### Floorplan with the power grid, run 1

Pins as bars on the die edge. Tap cells in gray.
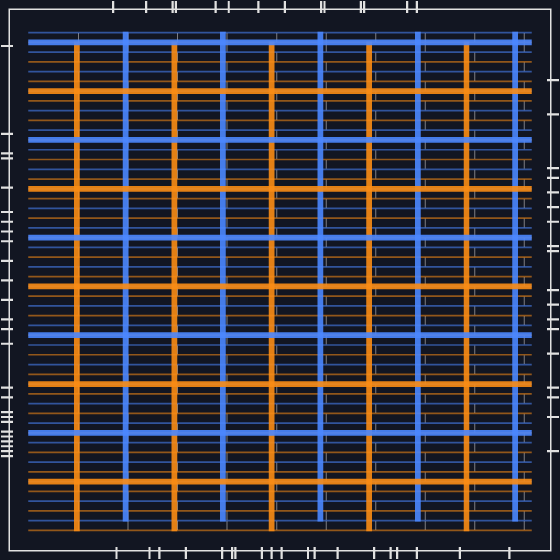
### Routed clock nets over the placement, run 1

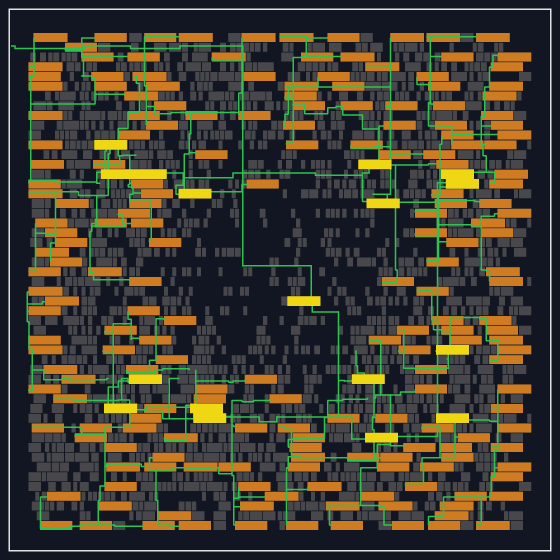
### Cell classes on the final placement, run 1

Bar = 50 um. Fill, decap, tap and diode cells in gray.
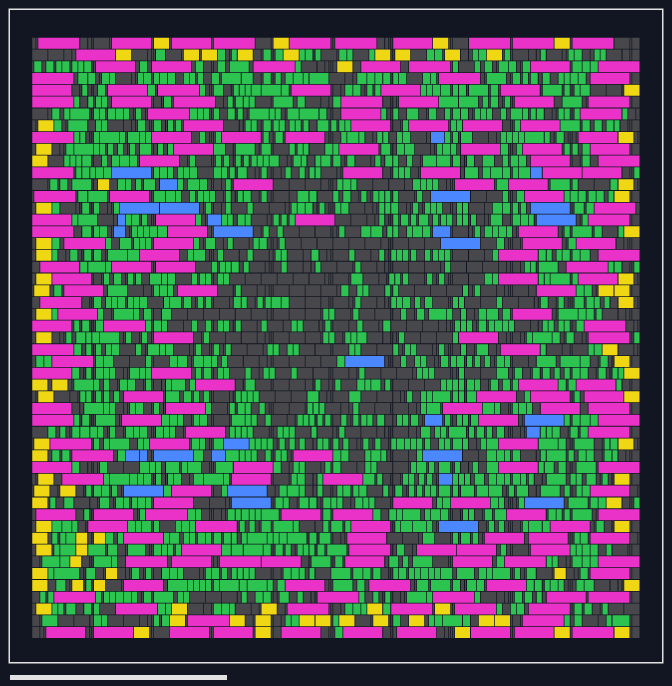
### Met2 routing, run 1

Bar = 50 um.
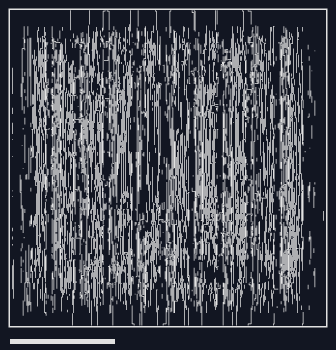
### src/rtl/clint_timer_if.sv
// Data-bus slave port of the CLINT: single-beat requests, one-cycle-latency responses.
interface clint_timer_if;
  logic        bus_req_in;
  logic        bus_we_in;
  logic [4:0]  bus_addr_in;
  logic [31:0] bus_wdata_in;
  logic [31:0] bus_rdata_out;
  logic        bus_ack_out;
  logic        bus_err_out;

  modport master (
    output bus_req_in, bus_we_in, bus_addr_in, bus_wdata_in,
    input  bus_rdata_out, bus_ack_out, bus_err_out
  );

  modport slave (
    input  bus_req_in, bus_we_in, bus_addr_in, bus_wdata_in,
    output bus_rdata_out, bus_ack_out, bus_err_out
  );
endinterface

### src/rtl/clint_timer.sv
// Core-local interruptor: prescaled 64-bit mtime, mtimecmp compare and msip,
// exposed as a memory-mapped slave producing the machine timer/software irq levels.
module clint_timer #(
  parameter int unsigned TICK_DIV = 1
) (
  input  logic         clk_in,
  input  logic         reset_in,
  clint_timer_if.slave bus,
  output logic         timer_irq_out,
  output logic         soft_irq_out
);

  localparam int unsigned PW = (TICK_DIV > 1) ? $clog2(TICK_DIV) : 1;

  localparam logic [4:0] ADDR_MSIP    = 5'h00;
  localparam logic [4:0] ADDR_CMP_LO  = 5'h04;
  localparam logic [4:0] ADDR_CMP_HI  = 5'h08;
  localparam logic [4:0] ADDR_TIME_LO = 5'h0C;
  localparam logic [4:0] ADDR_TIME_HI = 5'h10;

  logic [PW-1:0] presc_q, presc_d;
  logic [63:0]   mtime_q, mtime_d;
  logic [63:0]   mtimecmp_q, mtimecmp_d;
  logic [31:0]   shadow_q, shadow_d;
  logic [31:0]   rdata_q, rdata_d;
  logic          msip_q, msip_d;
  logic          ack_q, err_q, err_d;
  logic          tirq_q;
  logic [4:0]    addr;
  logic          mapped, wr, rd, tick;

  // NOTE: every always_comb output gets a default first, so no path can infer a latch.
  always_comb begin
    addr    = bus.bus_addr_in;
    mapped  = (addr[1:0] == 2'b00) && (addr <= ADDR_TIME_HI);
    wr      = bus.bus_req_in &&  bus.bus_we_in && mapped;
    rd      = bus.bus_req_in && !bus.bus_we_in && mapped;
    tick    = (presc_q == PW'(TICK_DIV - 1));
    presc_d = tick ? '0 : presc_q + PW'(1);

    mtime_d    = tick ? mtime_q + 64'd1 : mtime_q;
    mtimecmp_d = mtimecmp_q;
    msip_d     = msip_q;
    shadow_d   = shadow_q;
    rdata_d    = '0;
    err_d      = bus.bus_req_in && !mapped;

    // Reads see the pre-edge state; a LO read also captures HI for an atomic pair.
    if (rd) begin
      case (addr)
        ADDR_MSIP:    rdata_d = {31'b0, msip_q};
        ADDR_CMP_LO:  rdata_d = mtimecmp_q[31:0];
        ADDR_CMP_HI:  rdata_d = mtimecmp_q[63:32];
        ADDR_TIME_LO: begin
          rdata_d  = mtime_q[31:0];
          shadow_d = mtime_q[63:32];
        end
        ADDR_TIME_HI: rdata_d = shadow_q;
        default:      rdata_d = '0;
      endcase
    end

    // An mtime write replaces the increment outright: no tick, no carry this cycle.
    if (wr) begin
      case (addr)
        ADDR_MSIP:    msip_d     = bus.bus_wdata_in[0];
        ADDR_CMP_LO:  mtimecmp_d = {mtimecmp_q[63:32], bus.bus_wdata_in};
        ADDR_CMP_HI:  mtimecmp_d = {bus.bus_wdata_in, mtimecmp_q[31:0]};
        ADDR_TIME_LO: mtime_d    = {mtime_q[63:32], bus.bus_wdata_in};
        ADDR_TIME_HI: mtime_d    = {bus.bus_wdata_in, mtime_q[31:0]};
        default:      ;
      endcase
    end
  end

  // NOTE: sequential state uses non-blocking assignments only, so every register
  // samples the pre-edge values regardless of block ordering.
  always_ff @(posedge clk_in or posedge reset_in) begin
    if (reset_in) begin
      presc_q    <= '0;
      mtime_q    <= '0;
      mtimecmp_q <= '1;
      shadow_q   <= '0;
      rdata_q    <= '0;
      msip_q     <= 1'b0;
      ack_q      <= 1'b0;
      err_q      <= 1'b0;
      tirq_q     <= 1'b0;
    end else begin
      presc_q    <= presc_d;
      mtime_q    <= mtime_d;
      mtimecmp_q <= mtimecmp_d;
      shadow_q   <= shadow_d;
      rdata_q    <= rdata_d;
      msip_q     <= msip_d;
      ack_q      <= bus.bus_req_in;
      err_q      <= err_d;
      tirq_q     <= (mtime_q >= mtimecmp_q);
    end
  end

  assign bus.bus_ack_out   = ack_q;
  assign bus.bus_err_out   = err_q;
  assign bus.bus_rdata_out = rdata_q;
  assign timer_irq_out     = tirq_q;
  assign soft_irq_out      = msip_q;

endmodule

### src/flat_wrapper.sv
// flat-port wrapper written by rule: the top's interface ports become plain ports
module clint_timer_flat 
#(
  parameter int unsigned TICK_DIV = 1
)
  (clk_in, reset_in, timer_irq_out, soft_irq_out, bus_bus_req_in, bus_bus_we_in, bus_bus_addr_in, bus_bus_wdata_in, bus_bus_rdata_out, bus_bus_ack_out, bus_bus_err_out);
  clint_timer_if bus_i ();
  input  logic clk_in;
  input  logic reset_in;
  output logic timer_irq_out;
  output logic soft_irq_out;
  input wire logic [$bits(bus_i.bus_req_in)-1:0] bus_bus_req_in;
  input wire logic [$bits(bus_i.bus_we_in)-1:0] bus_bus_we_in;
  input wire logic [$bits(bus_i.bus_addr_in)-1:0] bus_bus_addr_in;
  input wire logic [$bits(bus_i.bus_wdata_in)-1:0] bus_bus_wdata_in;
  output wire logic [$bits(bus_i.bus_rdata_out)-1:0] bus_bus_rdata_out;
  output wire logic [$bits(bus_i.bus_ack_out)-1:0] bus_bus_ack_out;
  output wire logic [$bits(bus_i.bus_err_out)-1:0] bus_bus_err_out;
  assign bus_i.bus_req_in = bus_bus_req_in;
  assign bus_i.bus_we_in = bus_bus_we_in;
  assign bus_i.bus_addr_in = bus_bus_addr_in;
  assign bus_i.bus_wdata_in = bus_bus_wdata_in;
  assign bus_bus_rdata_out = bus_i.bus_rdata_out;
  assign bus_bus_ack_out = bus_i.bus_ack_out;
  assign bus_bus_err_out = bus_i.bus_err_out;
  clint_timer #(.TICK_DIV(TICK_DIV)) u_core (.clk_in(clk_in), .reset_in(reset_in), .bus(bus_i), .timer_irq_out(timer_irq_out), .soft_irq_out(soft_irq_out));
endmodule
### config.mk
export PLATFORM = sky130hd
export DESIGN_NAME = clint_timer_flat
export DESIGN_NICKNAME = d
export VERILOG_FILES = /design/src/rtl/clint_timer_if.sv /design/src/rtl/clint_timer.sv /design/src/flat_wrapper.sv
export SDC_FILE = /design/constraint.sdc
export NUM_CORES = 1
export LEC_CHECK = 0
export ABC_AREA = 1
export CORE_MARGIN = 5
export CORE_UTILIZATION = 60
export DETAILED_ROUTE_END_ITERATION = 16
export GPL_ROUTABILITY_DRIVEN = 1
export MAX_ROUTING_LAYER = met4
export PLACE_DENSITY = 0.81
export SLEW_MARGIN = 25
export SYNTH_ARGS = -nofsm -noshare
export SYNTH_HDL_FRONTEND = slang
export SYNTH_SLANG_ARGS = --single-unit
### constraint.sdc
create_clock -name clk_in -period 7.8 [get_ports clk_in]
set_clock_uncertainty 0.1 [all_clocks]
set_input_delay 1.17 -clock clk_in [delete_from_list [all_inputs] [get_ports clk_in]]
set_output_delay 1.17 -clock clk_in [all_outputs]
set_load 0.005 [all_outputs]
==> notes.md, run 1 <==
Physical implementation

For this design the total switching power over the nets is slightly below 0.0007 W. Pin placement for this block handled 77 I/O pins. Across the whole layout, storage elements make up a little under two fifths of the cell area. The number of buffers created by CTS is 17. The area of the die is roughly 23000 sq um. Entering global routing, the biggest net connects 135 pins.

The number of rows created at floorplan is slightly above 50. The antenna violation net count after detailed routing is 0. Looking at the area split, the leading class of cells is logic gates.

The number of warning messages in the yosys log is 0. After synthesis, the chip area reported by Yosys is 11840 sq um. The routing usage on met1 is roughly 47%. Dividing the detail-routed wire length by the instance count gives approximately 20 um.

The clock buffers instantiated in the layout total 17. Setup repair after global routing left no endpoint under its margin. Internal power comes to 0.001612 W.

The total routed wire length on the met1 layer is approximately 16 mm. The post-CTS setup-driven buffer insertion count is 0. The number of slew-limit violations in the final report is 0. Sequential cells placed in the final layout were counted as slightly below 200.

The half-perimeter wire length after placement is roughly 26 mm. Counting flops and latches in the post-synthesis netlist gives 196. The violation count after the first detailed-route iteration is about 1.2k.

In the layout the commonest cells are 389 x nand2_1, 194 x nor2_1, 160 x inv_1. The clock network fraction of design power is between 30 and 40%. The fraction of layout instances using a drive strength above 1 is 8.603%. The setup-violating endpoint count in the final report is 0. The non-clock buffer instance count of the final layout is around 85. Per the synthesis report, the number of distinct cell types is approximately 42. According to the floorplan report, the placeable core area is between 15000 and 20000 sq um. Of the total standard cell area in the layout, the multi-input combinational portion is ~45%.

The final hold violation count recorded for this run is 0. As reported, the later end of the worst-skew pair has a clock insertion delay of ~450 ps. The maximum fanout count along the critical path is about 46. The count of vias placed by the detailed router is ~11k. The overall fraction of global-route tracks in use is a little over a third. After detailed routing, the total wire length is around 37 mm. The met3 usage in global routing is around 6.1%. The slew of the pin with the lowest slew margin is between 900 and 1000 ps.

The routed via count divided by cell count is 5.954. The first global-routing pass estimated about 59 mm of wire. STA classifies the critical path endpoint as a register.

The number of standard cells after synthesis is about 1.6k. The vertical die dimension is between 150 and 200 um. The main area contributors are dfrtp_1 28%, dfstp_2 14%, nand2_1 12%.

The flow ran to the end, and the final reports show no timing, DRC or antenna violations. The global routing report lists met2 layer usage as 53.87%. The launching element type of the critical path is an input pin.
Back to the opening pictures, 'Floorplan with the power grid':
[VDD] blue
[VSS] orange
met4 straps: 10
tap cells: 265
rows: 51

Back to the opening pictures, 'Routed clock nets over the placement':
[clock wires] green | length: 2580 um
[clock drivers] yellow | count: 17
[flip-flops] orange | count: 196
flops lie: widely spread

Back to the opening pictures, 'Cell classes on the final placement':
[clock drivers and dummy loads] blue | cells: 31 | share of their area: 4.3%
[flops] magenta | cells: 196 | share of their area: 39%
[combinational and other logic] green | cells: 1327 | share of their area: 51%
[other buffers and delay cells] yellow | cells: 85 | share of their area: 6.4%

Back to the opening pictures, 'Met2 routing':
nets with wire on the layer: 1375
longest straight run: 74.1 um
main direction: vertical
wire length on this layer: 17300 um
share of all routed wire: 46%

-- run 1: final timing paths --
check                      depth (start not counted)  slack, ps             startpoint                     endpoint
setup / recovery                                  10       3580     bus_bus_addr_in[1]           u_core.mtime_q[11]
hold / removal                                     2        380  u_core.mtimecmp_q[55]        u_core.mtimecmp_q[55]
setup reg to reg                                   9       4860      u_core.mtime_q[0]           u_core.mtime_q[48]
hold reg to reg                                    2        380  u_core.mtimecmp_q[55]        u_core.mtimecmp_q[55]
max in group asynchronous                          3       5020               reset_in           u_core.mtime_q[52]
min in group asynchronous                          2       1230               reset_in  u_core.bus.bus_rdata_out[8]
-- run 1: critical path, cell delays in order --
cell	delay, ps
clkdlybuf4s50_1	440
nor2_4	180
nand4_1	230
inv_2	660
nand2_2	700
nand2_4	430
inv_4	260
nand3_1	140
o21ai_0	90
nor2_1	130
-- run 1: logic make-up after synthesis --
kind of cell,after synthesis,synth area share [%]
AOI/OAI and AO/OA,319,14.92
xor gates and xnor gates,12,0.8880
adders and majority gates,65,6.871
buffers and inverters,225,7.780
DFF,196,42.11
muxes,3,0.2854
and+or+nand+nor,762,27.15
-- run 1: power by group through the flow --
| stage | Sequential [W] | Combinational [W] | Clock [W] |
|---|---|---|---|
| after floorplan | 0.00115 | 0.000191 | 0 |
| after global placement | 0.00118 | 0.000268 | 0 |
| after detailed placement | 0.00118 | 0.000279 | 0 |
| after CTS | 0.00116 | 0.000281 | 0.000860 |
| after global routing | 0.00117 | 0.000323 | 0.000905 |
| final | 0.00117 | 0.000284 | 0.000855 |
-- run 1: through the flow --
stage	worst slack [ps]	total power [W]	std cells
final	3579	0.002305	1904
after detailed placement	3240	0.001460	1873
after CTS	3694	0.002305	1904
after floorplan	1295	0.001345	1582
after global routing	3392	0.002401	1904
after global placement	3401	0.001446	1873
==> run 1 -> run 2 <==
Clock period 7.8 ns to 4.4 ns, I/O delays scaled along.
==> run 2 against run 1 <==
Utilization up 0.50 points. Via count rose by 0.88%. Cell count is 0.42% higher. Die size unchanged. Global-route usage increased by 0.49 points. Sequential share of layout area fell by 0.27 points. First-iteration DRC count down 8.1%. Total power up 77%. Setup slack got worse by 2000 ps. Critical path depth decreased by 1. Synthesized cell count is the same. Synthesized area stayed put. Critical endpoint is now u_core.mtime_q[40]. Largest power group unchanged.
==> notes.md, run 2 <==
Physical implementation

The flow ran to the end, and the final reports show no timing, DRC or antenna violations. The most critical setup path has its startpoint at u_core.mtime_q[0]. The worst hold path startpoint is u_core.mtimecmp_q[57]. Leaving out fill and tap cells, the most frequent cells in the layout are 389 x nand2_1, 194 x nor2_1, 160 x inv_1. Per the post-route antenna check, the number of violating nets is 0. The number of rows created at floorplan is 51. After Yosys synthesis, full adders, half adders and majority gates account for roughly 6.9% of the synthesized area. Once detailed placement completed, the half-perimeter wirelength came to roughly 28 mm. The parity-gate share of the synthesized area counting xor and xnor cells is less than 1%.

Detailed-route iteration 0 reported a violation count of between 1k and 1.5k. Traced cell by cell, the critical path runs through ha_1, inv_1, nor2_4, nand2_2, nor2_4, nand3_1, xor2_1, nand2_1, nand2_1. The slew of the pin with the lowest slew margin is between 800 and 900 ps. The distinct cell type count of the synthesized netlist is between 40 and 50. STA classifies the critical path endpoint as a register. Of the cells placed in the final design, the portion with a size suffix greater than 1 is under 10%.

The launching element type of the critical path is a register. Setup repair after global routing left no endpoint under its margin. In the final report, the number of hold violations comes to 0.

Clock latency on the worst-skew pair, taken at its later pin, is 450 ps. After Yosys synthesis, AND-OR and OR-AND compound gates account for between 10 and 15% of the synthesized area. STA lists the startpoint of the worst register-to-register path as u_core.mtime_q[0]. During I/O placement, the number of pins put on the boundary was just under 80.

For this block, the via count after detailed routing is between 10k and 15k. The worst reg2reg path endpoint is u_core.mtime_q[40]. Per the detailed-route log, wirelength across all metal layers totals around 38 mm.

Entering global routing, the biggest net connects around 70 pins. The area of the die is between 20000 and 25000 sq um. The multiplexer share of the synthesized area is less than 1%. The floorplan step defined a core boundary enclosing roughly 19000 sq um.

The number of buffers created by CTS is 17. The wire length per cell is about 20 um. The first global-routing pass estimated about 60 mm of wire. The Yosys chip area is 11840 sq um.

The logic depth of the worst setup path including buffers is 9. The share of synthesized cell area in and, or, nand and nor gates is between 20% and 30%. The overall fraction of global-route tracks in use is 35.43%. The routed via count divided by cell count is between 5 and 6. Of the combinational cells, the family taking the most area is simple AND/OR/NAND/NOR gates. The termination of the worst setup path is u_core.mtime_q[40]. The last timing report of the flow puts the setup violation total at 0. In this run the vertical extent of the chip is between 150 and 200 um.
[run 2: cell count changes in the layout (fill, tap and decap cells not counted)]
cell	change
buf_12	+4
clkinvlp_4	+1
clkinv_2	-2
clkinv_4	-3
buf_4	+3
clkbuf_1	+3
inv_6	+4
inv_8	-2
[run 2: worst register-to-register path: cells and delay by family, from the launching register on]
| family | cells | cell delay (ps) |
|---|---|---|
| fa+ha+maj | 1 | 340 |
| xor+xnor | 1 | 320 |
| simple gates | 6 | 1320 |
| buf+inv | 1 | 110 |
| flops | 1 | 520 |
[run 2: layer usage]
metal	track usage (%)	share of wire [%]	up-vias
li1	-	-	5325
met1	48.19	42	5443
met2	53.82	47	589
met3	5.719	8.3	80
met4	13.31	2.9	0
met5	-	0	-
[run 2: per-stage QoR]
stage / setup WS (ps) / util (%) / instance area [sq um] / power [W] / cells
after floorplan: 1160 / - / 11840 / 0.002386 / 1582
after global placement: 1406 / 65.88 / 12820 / 0.002569 / 1880
after detailed placement: 1292 / 65.88 / 12820 / 0.002593 / 1880
after CTS: 1660 / 68.72 / 13370 / 0.004061 / 1912
after global routing: 1462 / 68.72 / 13370 / 0.004229 / 1912
final: 1593 / 68.72 / 13370 / 0.004078 / 1912
[run 2: cell type report]
type / count / area [sq um]
clock buffers: 20 / 436.7
inverters: 166 / 629.4
fillers: 1584 / 6088
flip-flops and latches: 196 / 4985
well taps: 265 / 331.6
clock inverters: 12 / 115.1
repair buffers: 92 / 930.9
multi-input cells: 1161 / 5946
[run 2: power breakdown]
part	total (W)	internal (W)	switching (W)	leakage, nW
sequential	0.00207	0.00193	0.000140	2.43
combinational	0.000512	0.000197	0.000315	3.46
clock	0.00150	0.000747	0.000753	0.263
total	0.00408	0.00287	0.00121	6.16
### Cell placement, run 2

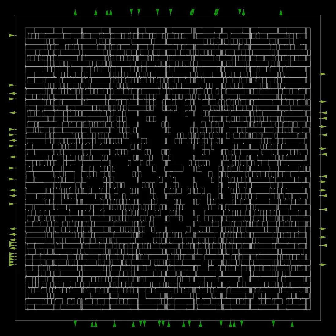
n_taps: 265
core occupancy in the finished layout: 68.72%
post-layout instance count excluding filler cells: 1912

### Cell classes on the final placement, run 2

Bar = 50 um. Fill, decap, tap and diode cells in gray.
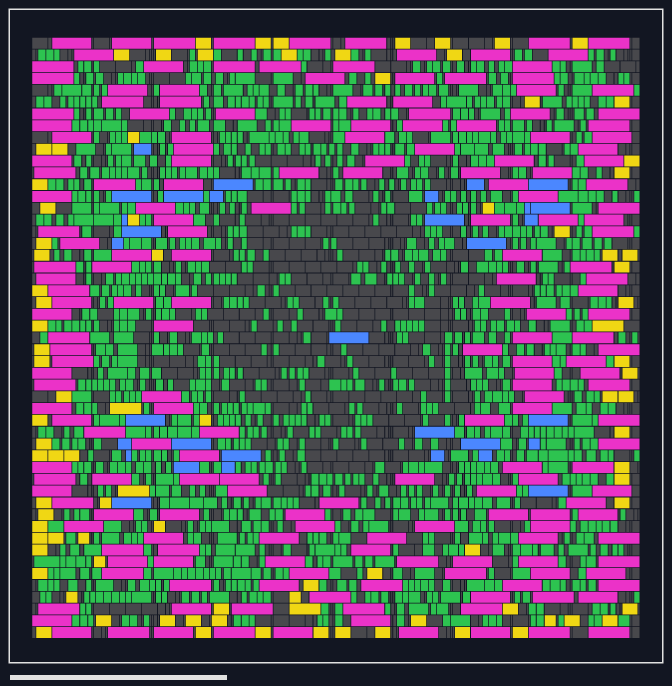
[combinational and other logic] green | cells: 1327 | share of their area: 50%
[flops] magenta | cells: 196 | share of their area: 38%
[clock drivers and dummy loads] blue | cells: 32 | share of their area: 4.2%
[other buffers and delay cells] yellow | cells: 92 | share of their area: 7.1%

Power figures rest on the tool's default switching activity, not on a simulated workload.
